Fig. 1: floorplan with the power grid
Pins as bars on the die edge. Tap cells in grey.
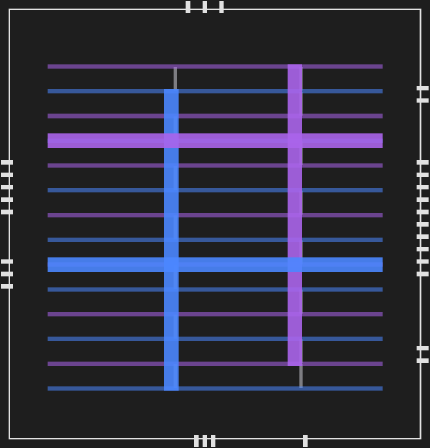
Fig. 2: clock distribution
Bar = 10 microns.
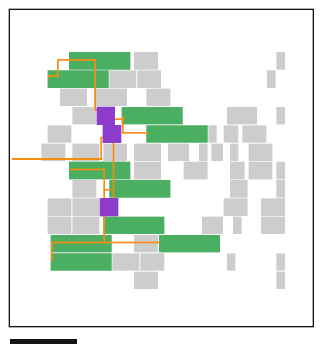
$ cat config.mk
export PLATFORM = sky130hd
export DESIGN_NAME = stream_demux
export DESIGN_NICKNAME = d
export VERILOG_FILES = /design/src/rtl/stream_demux_pkg.sv /design/src/rtl/stream_demux_slot.sv /design/src/rtl/stream_demux.sv
export SDC_FILE = /design/constraint.sdc
export NUM_CORES = 1
export LEC_CHECK = 0
export CORE_AREA = 4 4 41 43
export DETAILED_ROUTE_END_ITERATION = 10
export DIE_AREA = 0 0 45 47
export HOLD_SLACK_MARGIN = 0.03
export PLACE_DENSITY = 0.78
export SLEW_MARGIN = 25
export SYNTH_ARGS = -nofsm -noshare
export SYNTH_HDL_FRONTEND = slang
export SYNTH_HIERARCHICAL = 1
export SYNTH_SLANG_ARGS = --single-unit
$ cat constraint.sdc
create_clock -name clk -period 2.8 [get_ports clk]
set_clock_uncertainty 0.2 [all_clocks]
set_input_delay 0.42 -clock clk [delete_from_list [all_inputs] [get_ports clk]]
set_output_delay 0.42 -clock clk [all_outputs]
set_load 0.02 [all_outputs]
$ cat src/rtl/stream_demux_pkg.sv
// Shared types and helpers for the 1-to-N stream demultiplexer.
package stream_demux_pkg;
  localparam int DEMUX_MAX_OUT = 16;

  typedef enum logic {SLOT_EMPTY = 1'b0, SLOT_FULL = 1'b1} slot_state_t;

  function automatic int sel_width(input int n);
    return (n <= 2) ? 1 : $clog2(n);
  endfunction
endpackage

$ cat src/rtl/stream_demux_slot.sv
// One-entry holding slot per output lane: load, drain and same-cycle pass-through.
module demux_slot
  import stream_demux_pkg::*;
#(
  parameter int WIDTH = 4
) (
  input  logic             clk,
  input  logic             rst_n,
  input  logic             load,
  input  logic [WIDTH-1:0] load_data,
  input  logic             drain,
  output logic             valid,
  output logic [WIDTH-1:0] data
);
  slot_state_t state;

  // Load only arrives when the slot is empty or draining, so load always wins.
  always_ff @(posedge clk or negedge rst_n) begin
    if (!rst_n) begin
      state <= SLOT_EMPTY;
      data  <= '0;
    end else begin
      case (state)
        SLOT_EMPTY: if (load) begin
          state <= SLOT_FULL;
          data  <= load_data;
        end
        SLOT_FULL: begin
          if (load)       data  <= load_data;
          else if (drain) state <= SLOT_EMPTY;
        end
        default: state <= SLOT_EMPTY;
      endcase
    end
  end

  assign valid = (state == SLOT_FULL);
endmodule

$ cat src/rtl/stream_demux.sv
// Registered 1-to-N stream demux; out-of-range selects are swallowed and counted.
module stream_demux
  import stream_demux_pkg::*;
#(
  parameter int WIDTH = 4,
  parameter int N_OUT = 2,
  parameter int SEL_W = sel_width(N_OUT),
  parameter int CNT_W = 8
) (
  input  logic                   clk,
  input  logic                   rst_n,
  input  logic [WIDTH-1:0]       in_data,
  input  logic [SEL_W-1:0]       in_sel,
  input  logic                   in_valid,
  output logic                   in_ready,
  output logic [N_OUT*WIDTH-1:0] out_data,
  output logic [N_OUT-1:0]       out_valid,
  input  logic [N_OUT-1:0]       out_ready,
  output logic [CNT_W-1:0]       drop_cnt
);
  logic [N_OUT-1:0]            lane_hit;
  logic [N_OUT-1:0]            lane_rdy;
  logic [N_OUT-1:0]            lane_load;
  logic [N_OUT-1:0][WIDTH-1:0] lane_data;
  logic                        sel_legal;
  logic                        accept;

  genvar k;
  generate
    for (k = 0; k < N_OUT; k++) begin : g_lane
      assign lane_hit[k]  = (in_sel == SEL_W'(k));
      assign lane_rdy[k]  = !out_valid[k] || out_ready[k];
      assign lane_load[k] = accept && lane_hit[k];

      demux_slot #(.WIDTH(WIDTH)) u_slot (
        .clk       (clk),
        .rst_n     (rst_n),
        .load      (lane_load[k]),
        .load_data (in_data),
        .drain     (out_ready[k]),
        .valid     (out_valid[k]),
        .data      (lane_data[k])
      );
    end
  endgenerate

  // out_ready feeds in_ready combinationally so a full lane can pass through.
  assign sel_legal = |lane_hit;
  assign in_ready  = !(|(lane_hit & ~lane_rdy));
  assign accept    = in_valid && in_ready;
  assign out_data  = lane_data;

  always_ff @(posedge clk or negedge rst_n) begin
    if (!rst_n)                                       drop_cnt <= '0;
    else if (accept && !sel_legal && drop_cnt != '1) drop_cnt <= drop_cnt + CNT_W'(1);
  end
endmodule

==> summary.txt <==
Flow results are below.

- In the global route stage, met1 resource usage came out at a little over a tenth.
- The utilization after layout is 53.46%, for reference.
- The number of nets in the finished design is about 72, for reference.
- The cell class ranked first by area is sequential cells, for reference.
- Summed over all routing layers, the global router reports a total usage of 9.840%.
- The sort of element at the end of the critical path is an output port, for reference.
- After clock tree synthesis, the clock-pin slew on the worst setup and hold paths is approximately 60 ps.
- Port buffering added 20 buffers.
- The group with the largest share of power is sequential cells, for reference.
- The met2 usage in global routing is 16.10%, for reference.
- The register area share after synthesis is approximately 53%, for reference.
- The launch point of the worst register-to-register path is recorded as g_lane[0].u_slot/valid.
- The worst setup path is launched from an input port.
- The via count of the first global-routing pass is 335.
- By area the synthesized netlist is led by sky130_fd_sc_hd__dfrtp_1 (53%), sky130_fd_sc_hd__mux2_2 (19%), sky130_fd_sc_hd__buf_4 (13%), sky130_fd_sc_hd__a21o_2 (3.7%), sky130_fd_sc_hd__nor3b_2 (2.6%).
- The synthesized netlist occupies a cell area of roughly 470 sq um.
- Synthesis inferred 10 register bits.
- The endpoint of the worst-slack reg-to-reg timing path is g_lane[0].u_slot/data[3], for reference.
- The number of antenna violations at the first check in global routing is 0, for reference.
- The number of design-rule violations left by the first detailed-router iteration is 0, for reference.
- The depth of the critical timing path with buffers and inverters included is 4, for reference.
- During I/O placement, the number of pins put on the boundary was 29.
- The cell that appears most often on the critical path is sky130_fd_sc_hd__clkdlybuf4s50_1.
- The arrival time of data at the worst endpoint is listed as 1790 ps.
- The fraction of the mapped netlist area in adder cells is 0%, for reference.
- Setup repair after global routing left no endpoint under its margin.
- Entering global routing, the biggest net connects 11 pins.
- The detailed router used layers up to and including met3.
- The flow ran to the end, and the final reports show no timing, DRC or antenna violations.
- After Yosys synthesis, AND-OR and OR-AND compound gates account for 6.069% of the synthesized area.
- The number of non-clock inverters in the layout is 3, for reference.
- The number of multi-input logic gates is 24, for reference.
- The library cell contributing the largest single delay on the critical path is sky130_fd_sc_hd__clkdlybuf4s50_1, for reference.
- For this run, design rule violations remaining after detail routing come to 0.
- The final-layout setup total negative slack is 0 ps, for reference.
- The kind of path behind the tightest hold check is input port to asynchronous set/reset pin, for reference.
- For reference, the post-synthesis area per instance comes to 12.48 sq um.
- The routed layout has 336 vias.
- The share of cell area taken by multi-input logic gates is 25.72%, for reference.
- Once detail routing completed, the nets flagged for antenna violations numbered 0.
- Yosys instantiated no cell more often than sky130_fd_sc_hd__dfrtp_1.
- Per the OpenROAD power report, leakage power amounts to 0.3153 nW.
Back to the opening pictures, Fig. 1:
net	colour
VDD	purple
VSS	blue
met5 straps	2
met1 rails	14
Die W: 45 microns
Worst IR Drop VDD: 0.3178 mV
Std-Cell Core Area: 1301 sq um
Die Y: 47 microns

Back to the opening pictures, Fig. 2:
[cells driving clock nets] purple | count: 3
[clock wires] orange | length: 97.3 microns
[flip-flops] green | count: 10
routed clock nets	4
power consumed by the clock network: 122 uW
clock latency of the later-clocked register in the worst-skew pair: 250 ps
clock network fraction of total power: 27.2%

No activity file was given, so power comes from the tool's default toggle rates.
